**Clock wiring as the flow saved it**

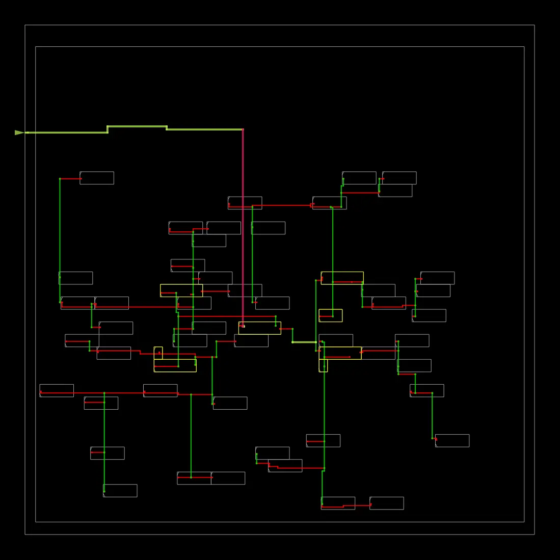
**Sizing map**

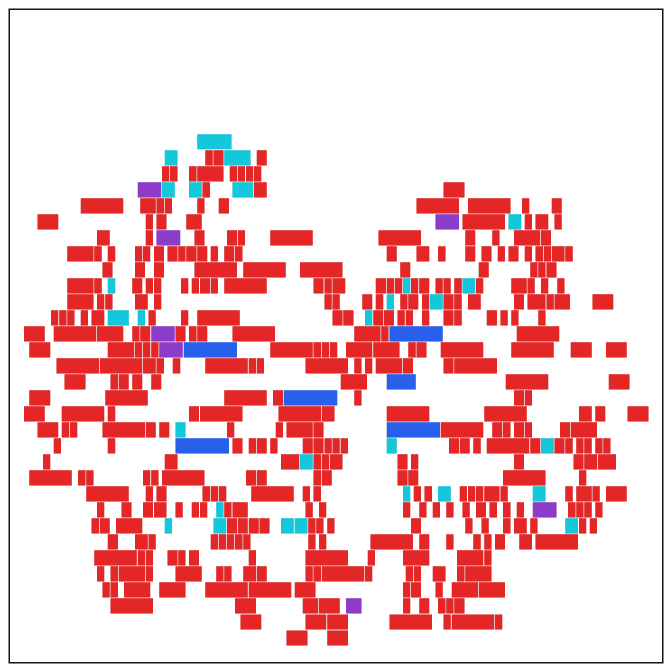
**Routed clock nets over the placement**

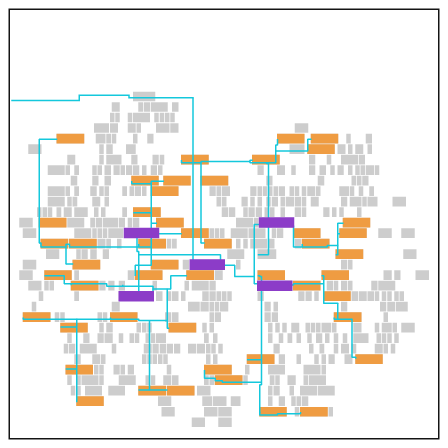
**Metal 1**

Supply wires on this layer in gray.
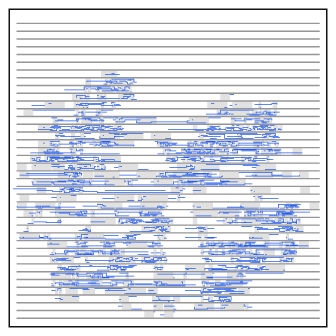
$ cat src/rtl/input_cond_pkg.sv
// Shared types and sizing helpers for the player-input conditioner.
package input_cond_pkg;

  typedef enum logic [1:0] {
    RELEASED,
    PRESS_WAIT,
    PRESSED,
    RELEASE_WAIT
  } ch_state_e;

  function automatic int cnt_width(
    input int deb,
    input int hold,
    input int rpt
  );
    int m;
    m = (deb > hold + rpt) ? deb : hold + rpt;
    return $clog2(m + 1);
  endfunction

endpackage

$ cat src/rtl/input_conditioner_ch.sv
// One conditioner channel: synchroniser, debounce FSM and
// press/auto-repeat counter.
module input_conditioner_ch
  import input_cond_pkg::*;
#(
  parameter int SYNC_STAGES = 2,
  parameter int DEBOUNCE    = 4,
  parameter int HOLD        = 16,
  parameter int REPEAT      = 8
) (
  input  logic clk,
  input  logic reset,
  input  logic raw,
  input  logic repeat_en,
  output logic press,
  output logic release_pulse,
  output logic level
);

  localparam int CW = cnt_width(DEBOUNCE, HOLD, REPEAT);
  localparam logic [CW-1:0] CMAX = '1;
  localparam logic [CW-1:0] D_C  = CW'(DEBOUNCE);
  localparam logic [CW-1:0] H_C  = CW'(HOLD);
  localparam logic [CW-1:0] HR_C = CW'(HOLD + REPEAT);
  localparam logic [CW-1:0] ONE  = CW'(1);

  logic [SYNC_STAGES-1:0] sync;
  logic                   s;
  ch_state_e              state;
  logic [CW-1:0]          cnt;
  logic [CW-1:0]          cnt_inc;

  assign s       = sync[SYNC_STAGES-1];
  assign cnt_inc = (cnt == CMAX) ? cnt : cnt + ONE;

  always_ff @(posedge clk) begin
    if (!reset) begin
      sync          <= '0;
      state         <= RELEASED;
      cnt           <= '0;
      press         <= 1'b0;
      release_pulse <= 1'b0;
      level         <= 1'b0;
    end else begin
      sync[0] <= raw;
      for (int k = 1; k < SYNC_STAGES; k++)
        sync[k] <= sync[k-1];
      press         <= 1'b0;
      release_pulse <= 1'b0;
      unique case (state)
        RELEASED: begin
          if (s) begin
            if (DEBOUNCE == 1) begin
              state <= PRESSED;
              press <= 1'b1;
              level <= 1'b1;
              cnt   <= '0;
            end else begin
              state <= PRESS_WAIT;
              cnt   <= ONE;
            end
          end
        end
        PRESS_WAIT: begin
          if (!s) begin
            state <= RELEASED;
            cnt   <= '0;
          end else if (cnt_inc == D_C) begin
            state <= PRESSED;
            press <= 1'b1;
            level <= 1'b1;
            cnt   <= '0;
          end else begin
            cnt <= cnt_inc;
          end
        end
        PRESSED: begin
          if (!s) begin
            if (DEBOUNCE == 1) begin
              state         <= RELEASED;
              release_pulse <= 1'b1;
              level         <= 1'b0;
              cnt           <= '0;
            end else begin
              state <= RELEASE_WAIT;
              cnt   <= ONE;
            end
          end else if (repeat_en && cnt_inc >= HR_C) begin
            // fold back to HOLD so repeats recur every REPEAT cycles
            press <= 1'b1;
            cnt   <= H_C;
          end else begin
            cnt <= cnt_inc;
            if (repeat_en && cnt_inc == H_C)
              press <= 1'b1;
          end
        end
        RELEASE_WAIT: begin
          if (s) begin
            state <= PRESSED;
            cnt   <= '0;
          end else if (cnt_inc == D_C) begin
            state         <= RELEASED;
            release_pulse <= 1'b1;
            level         <= 1'b0;
            cnt           <= '0;
          end else begin
            cnt <= cnt_inc;
          end
        end
        default: begin
          state <= RELEASED;
          cnt   <= '0;
        end
      endcase
    end
  end

endmodule

$ cat src/rtl/multi_input_conditioner.sv
// N-channel player-input conditioner; release_pulse carries the
// release event since "release" is a reserved word.
module multi_input_conditioner
  import input_cond_pkg::*;
#(
  parameter int N_CH        = 4,
  parameter int SYNC_STAGES = 2,
  parameter int DEBOUNCE    = 4,
  parameter int HOLD        = 16,
  parameter int REPEAT      = 8
) (
  input  logic            clk,
  input  logic            reset,
  input  logic [N_CH-1:0] player_input,
  input  logic [N_CH-1:0] repeat_en,
  output logic [N_CH-1:0] press,
  output logic [N_CH-1:0] release_pulse,
  output logic [N_CH-1:0] level,
  output logic            any_press
);

  for (genvar i = 0; i < N_CH; i++) begin : g_ch
    input_conditioner_ch #(
      .SYNC_STAGES(SYNC_STAGES),
      .DEBOUNCE   (DEBOUNCE),
      .HOLD       (HOLD),
      .REPEAT     (REPEAT)
    ) u_ch (
      .clk          (clk),
      .reset        (reset),
      .raw          (player_input[i]),
      .repeat_en    (repeat_en[i]),
      .press        (press[i]),
      .release_pulse(release_pulse[i]),
      .level        (level[i])
    );
  end

  assign any_press = |press;

endmodule

$ cat config.mk
export PLATFORM = sky130hd
export DESIGN_NAME = multi_input_conditioner
export DESIGN_NICKNAME = d
export VERILOG_FILES = /design/src/rtl/input_cond_pkg.sv /design/src/rtl/input_conditioner_ch.sv /design/src/rtl/multi_input_conditioner.sv
export SDC_FILE = /design/constraint.sdc
export NUM_CORES = 1
export LEC_CHECK = 0
export ABC_AREA = 1
export CAP_MARGIN = 20
export CORE_MARGIN = 2
export CORE_UTILIZATION = 27
export CTS_CLUSTER_DIAMETER = 60
export DETAILED_ROUTE_END_ITERATION = 6
export MAX_ROUTING_LAYER = met4
export PLACE_DENSITY = 0.5
export SLEW_MARGIN = 20
export SYNTH_ARGS = -nofsm -noshare
export SYNTH_HDL_FRONTEND = slang
export SYNTH_SLANG_ARGS = --single-unit
$ cat constraint.sdc
create_clock -name clk -period 4.3 [get_ports clk]
set_input_delay 0.43 -clock clk [delete_from_list [all_inputs] [get_ports clk]]
set_output_delay 0.43 -clock clk [all_outputs]
set_load 0.005 [all_outputs]
==> git commit body <==
Add synthesis and place-and-route results

- In the Yosys report the total cell count is 453.
* Total CTS buffers: 5
- Counting flops and latches in the post-synthesis netlist gives 48.
* Antenna viol nets, final: 0
- Final Max Slew Viols: 0
- Count of warnings emitted by yosys: 0
* Share of the core filled by cells before placement: 0.280
- Slowest cell on the critical path: or4_1
- Achievable Freq: 0.497 GHz
- Placer congestion estimate: 0.821
* Root Driver: clkbuf_16
- Post-synthesis instance area: 0.00308 sq mm
- Cell family with the largest share of critical-path delay: simple AND/OR/NAND/NOR gates
* Setup-violating endpoint count in the final report: 0
* Post-synthesis sequential area ratio: 0.312
- In this run the standard cell core region covers 0.0110 sq mm.
- Detail-routed via count per cell: 4.57
* Number of antenna violations at the first check in global routing: 0
- In the final routed layout, each cell accounts on average for 11.2 um.
* Maximum Capacitance Violations: 0
* Cell count after synthesis: 453
- In this run the horizontal extent of the chip is 111 um.
- The final layout contains 496 nets.
- LEAKAGE: 0.00154 uW
* Total die area: 0.0123 sq mm
* Placed instance count: 595
- Final core utilization: 0.318
* OpenROAD warning count: 42
- CP bufs+invs: 1
- In the setup report, the worst path falls into the class flop to output pin.
- AND-OR/OR-AND Cells, Area Fraction: 0.0943
* First-pass GRT wire length: 11800 um
- Chip area in the Yosys report: 0.00308 sq mm
- Simple-gate share of the synthesized area: 0.368
- Via count of the first global-routing pass: 2635
- According to the hold report, the worst path is of the flop to flop type.
* FP Rows: 38
- Outcome: finished clean
- The die is 111 um tall.
* Power density relative to cell area: 443 mW/mm^2
- After the first detailed-routing iteration, the DRC count stood at 132.
- The final timing report lists a hold violation count of 0.
* Tally of non-filler cells in the final layout: 603
- Of the post-synthesis cell area, the part taken by muxes is 0.
- Maximum number of pins on one net before global-route repair: 28
- At floorplan, the net count of the design was reported as 487.
* WP data arrival: 1.58 ns
- The report lists the cells along the critical path as or4_1 -> clkdlybuf4s50_1.
- Total routing resource utilization after global routing: 0.115
* Total of hold buffers inserted after clock tree synthesis: 0
* Startpoint Class: flop
* XOR/XNOR Area Share: 0.0138
* Worst setup EP type: output pin
* Number of top-level design ports: 23
- TritonCTS built the clock tree.
- Grouping non-sequential cells by family puts the most area in simple AND/OR/NAND/NOR gates.
* Pin slew with the least headroom to its limit: 0.786 ns
- Number of unique standard cell types used by synthesis: 28
- Setup repair after global routing left no endpoint under its margin.
- Length of the first detailed-routing pass in iterations: 4
* H-Tree Level Count: 2
* Post-CTS Resized: 0
* Highest fanout seen on the critical path: 2
- Required time of the worst setup path: 3.87 ns
* Overall routed net length: 6760 um
- TritonRoute reported its final design rule violation total as 0.
- Measured against its own limit, the worst slew margin works out to 0.476.
* Port Buf Inserts: 22
* Clock-pin slew of the registers on the worst-case setup and hold paths: 0.06 ns
- Antenna cell count: 0
- Area share of fa/ha/maj cells after synthesis: 0.0975
* Fraction of layout cells with a size suffix above 1: 0.0886
* Maximum cell stage delay along the critical path: 0.50 ns
* Shortest period the worst path allows: 2.01 ns
* Peak ir drop on the vdd network: 161 uV
- The longest clock path from root to sink contains 2 buffers.
* Postcts setup bufs: 0
- Layout area overhead: 13.4%
* Filler cell count in the final layout: 1193
- Adding up every negative setup slack in the final design gives 0 ns.
* Fin crit share: 0.468
- Total half-perimeter wirelength after legalization and detailed placement: 5080 um
- Synthesized area per cell: 6.80 sq um
- After global routing the overflow that remains totals 0.
Back to the opening pictures, 'clock wiring as the flow saved it':
clock-net power: 392 uW
Sinks on Clock Net: 48

Back to the opening pictures, 'sizing map':
size	color	cells	share
drive 1 or less	red	422	91%
drive 6 and up	blue	6	1.3%
drive 2	cyan	28	6.0%
drive 3 to 4	purple	7	1.5%

Back to the opening pictures, 'routed clock nets over the placement':
[clock wires] cyan | length: 684 um
[cells driving clock nets] purple | count: 5
[flip-flops] orange | count: 48
routed clock nets	6
clk latency late pin: 0.28 ns
clock skew: 0.00461 ns
clock network fraction of total power: 0.253

Back to the opening pictures, 'metal 1':
wire length on this layer	3450 um
nets with wire on the layer	449
main direction	horizontal
global routing usage on met1: 0.148
vias: 2758

[routing by layer]
| layer | track usage | routed length (um) | up-vias |
|---|---|---|---|
| met4 | 0.0292 | 42 | 0 |
| met3 | 0.0202 | 214 | 2 |
| li1 | - | - | 1469 |
| met1 | 0.148 | 3450 | 1239 |
| met5 | - | 0 | - |
| met2 | 0.188 | 3050 | 48 |
[cell usage after synthesis]
master / number / area (sq um)
inv_2: 8 / 30.0
ha_1: 24 / 300
nand4_2: 1 / 12.5
clkbuf_1: 5 / 18.8
a21boi_0: 3 / 22.5
nor3_1: 14 / 70.1
or4_1: 1 / 7.51
inv_1: 49 / 184
nor2_4: 4 / 45.0
a31oi_1: 6 / 37.5
nor2_2: 1 / 6.26
xor2_2: 1 / 16.3
dfxtp_1: 48 / 961
nand3_1: 39 / 195
nand2_4: 2 / 22.5
nor2_1: 36 / 135
o21a_1: 1 / 7.51
a21oi_1: 28 / 140
o21ai_1: 3 / 15.0
nor4_1: 1 / 6.26
xor2_1: 3 / 26.3
buf_4: 16 / 120
nand4_1: 14 / 87.6
nand2_1: 118 / 443
o211ai_1: 3 / 22.5
nand3_2: 2 / 20.0
nand2_2: 13 / 81.3
o21ai_0: 9 / 45.0
[worst paths after layout]
check,cells past startpoint,slack [ns],start,endpoint
setup / recovery,2,2.29,g_ch[0].u_ch.press,any_press
hold / removal,2,0.41,g_ch[2].u_ch.sync[0],g_ch[2].u_ch.sync[1]
setup reg to reg,10,2.56,g_ch[3].u_ch.cnt[0],g_ch[3].u_ch.state[0]
hold reg to reg,2,0.41,g_ch[2].u_ch.sync[0],g_ch[2].u_ch.sync[1]
[sequential cells by signal (all words and copies together) (netlist names), named ones only]
name,count
g_ch.u_ch.cnt,20
g_ch.u_ch.level,4
g_ch.u_ch.press,4
g_ch.u_ch.release_pulse,4
g_ch.u_ch.state,4
g_ch.u_ch.sync,8
[placed cells by master (no fill, tap or decap), drive strengths merged, types with 6 or more instances in the layout]
cell	instances
nand4	15
nor3	14
ha	24
nor2	41
inv	57
o21ai	12
a21oi	28
nand3	41
a31oi	6
clkdlybuf4s50	22
nand2	133
dfxtp	48
clkbuf	6
[worst register-to-register path, delay by kind of cell, from the launching register on]
family,cells,cell delay [ns]
flops,1,0.44
fa+ha+maj,1,0.31
compound gates,1,0.05
simple gates,8,0.78
[final cells by class]
| class | instances | area (sq um) | share of cell area |
|---|---|---|---|
| clock buffers | 6 | 139 | 0.0398 |
| multi-input cells | 327 | 1770 | 0.506 |
| inverters | 57 | 214 | 0.0613 |
| well taps | 140 | 175 | 0.0502 |
| flip-flops and latches | 48 | 961 | 0.275 |
| repair buffers | 23 | 228 | 0.0652 |
| clock inverters | 2 | 10.0 | 0.00287 |
[stage by stage]
stage	instance area (sq um)	total power, uW	hold slack [ns]	worst slack [ns]
floorplan	3080	1030	0.390	2.80
global placement	3340	1160	0.395	2.28
detailed placement	3340	1160	0.398	2.24
CTS	3490	1560	0.414	2.26
global route	3490	1690	0.429	2.24
finish	3490	1550	0.412	2.29
[power breakdown]
part | total (uW) | switching [uW] | internal, uW
sequential | 575 | 76.1 | 499
clock | 392 | 163 | 229
combinational | 582 | 379 | 203
total | 1550 | 618 | 931
Power is estimated from default activity; no workload was simulated.
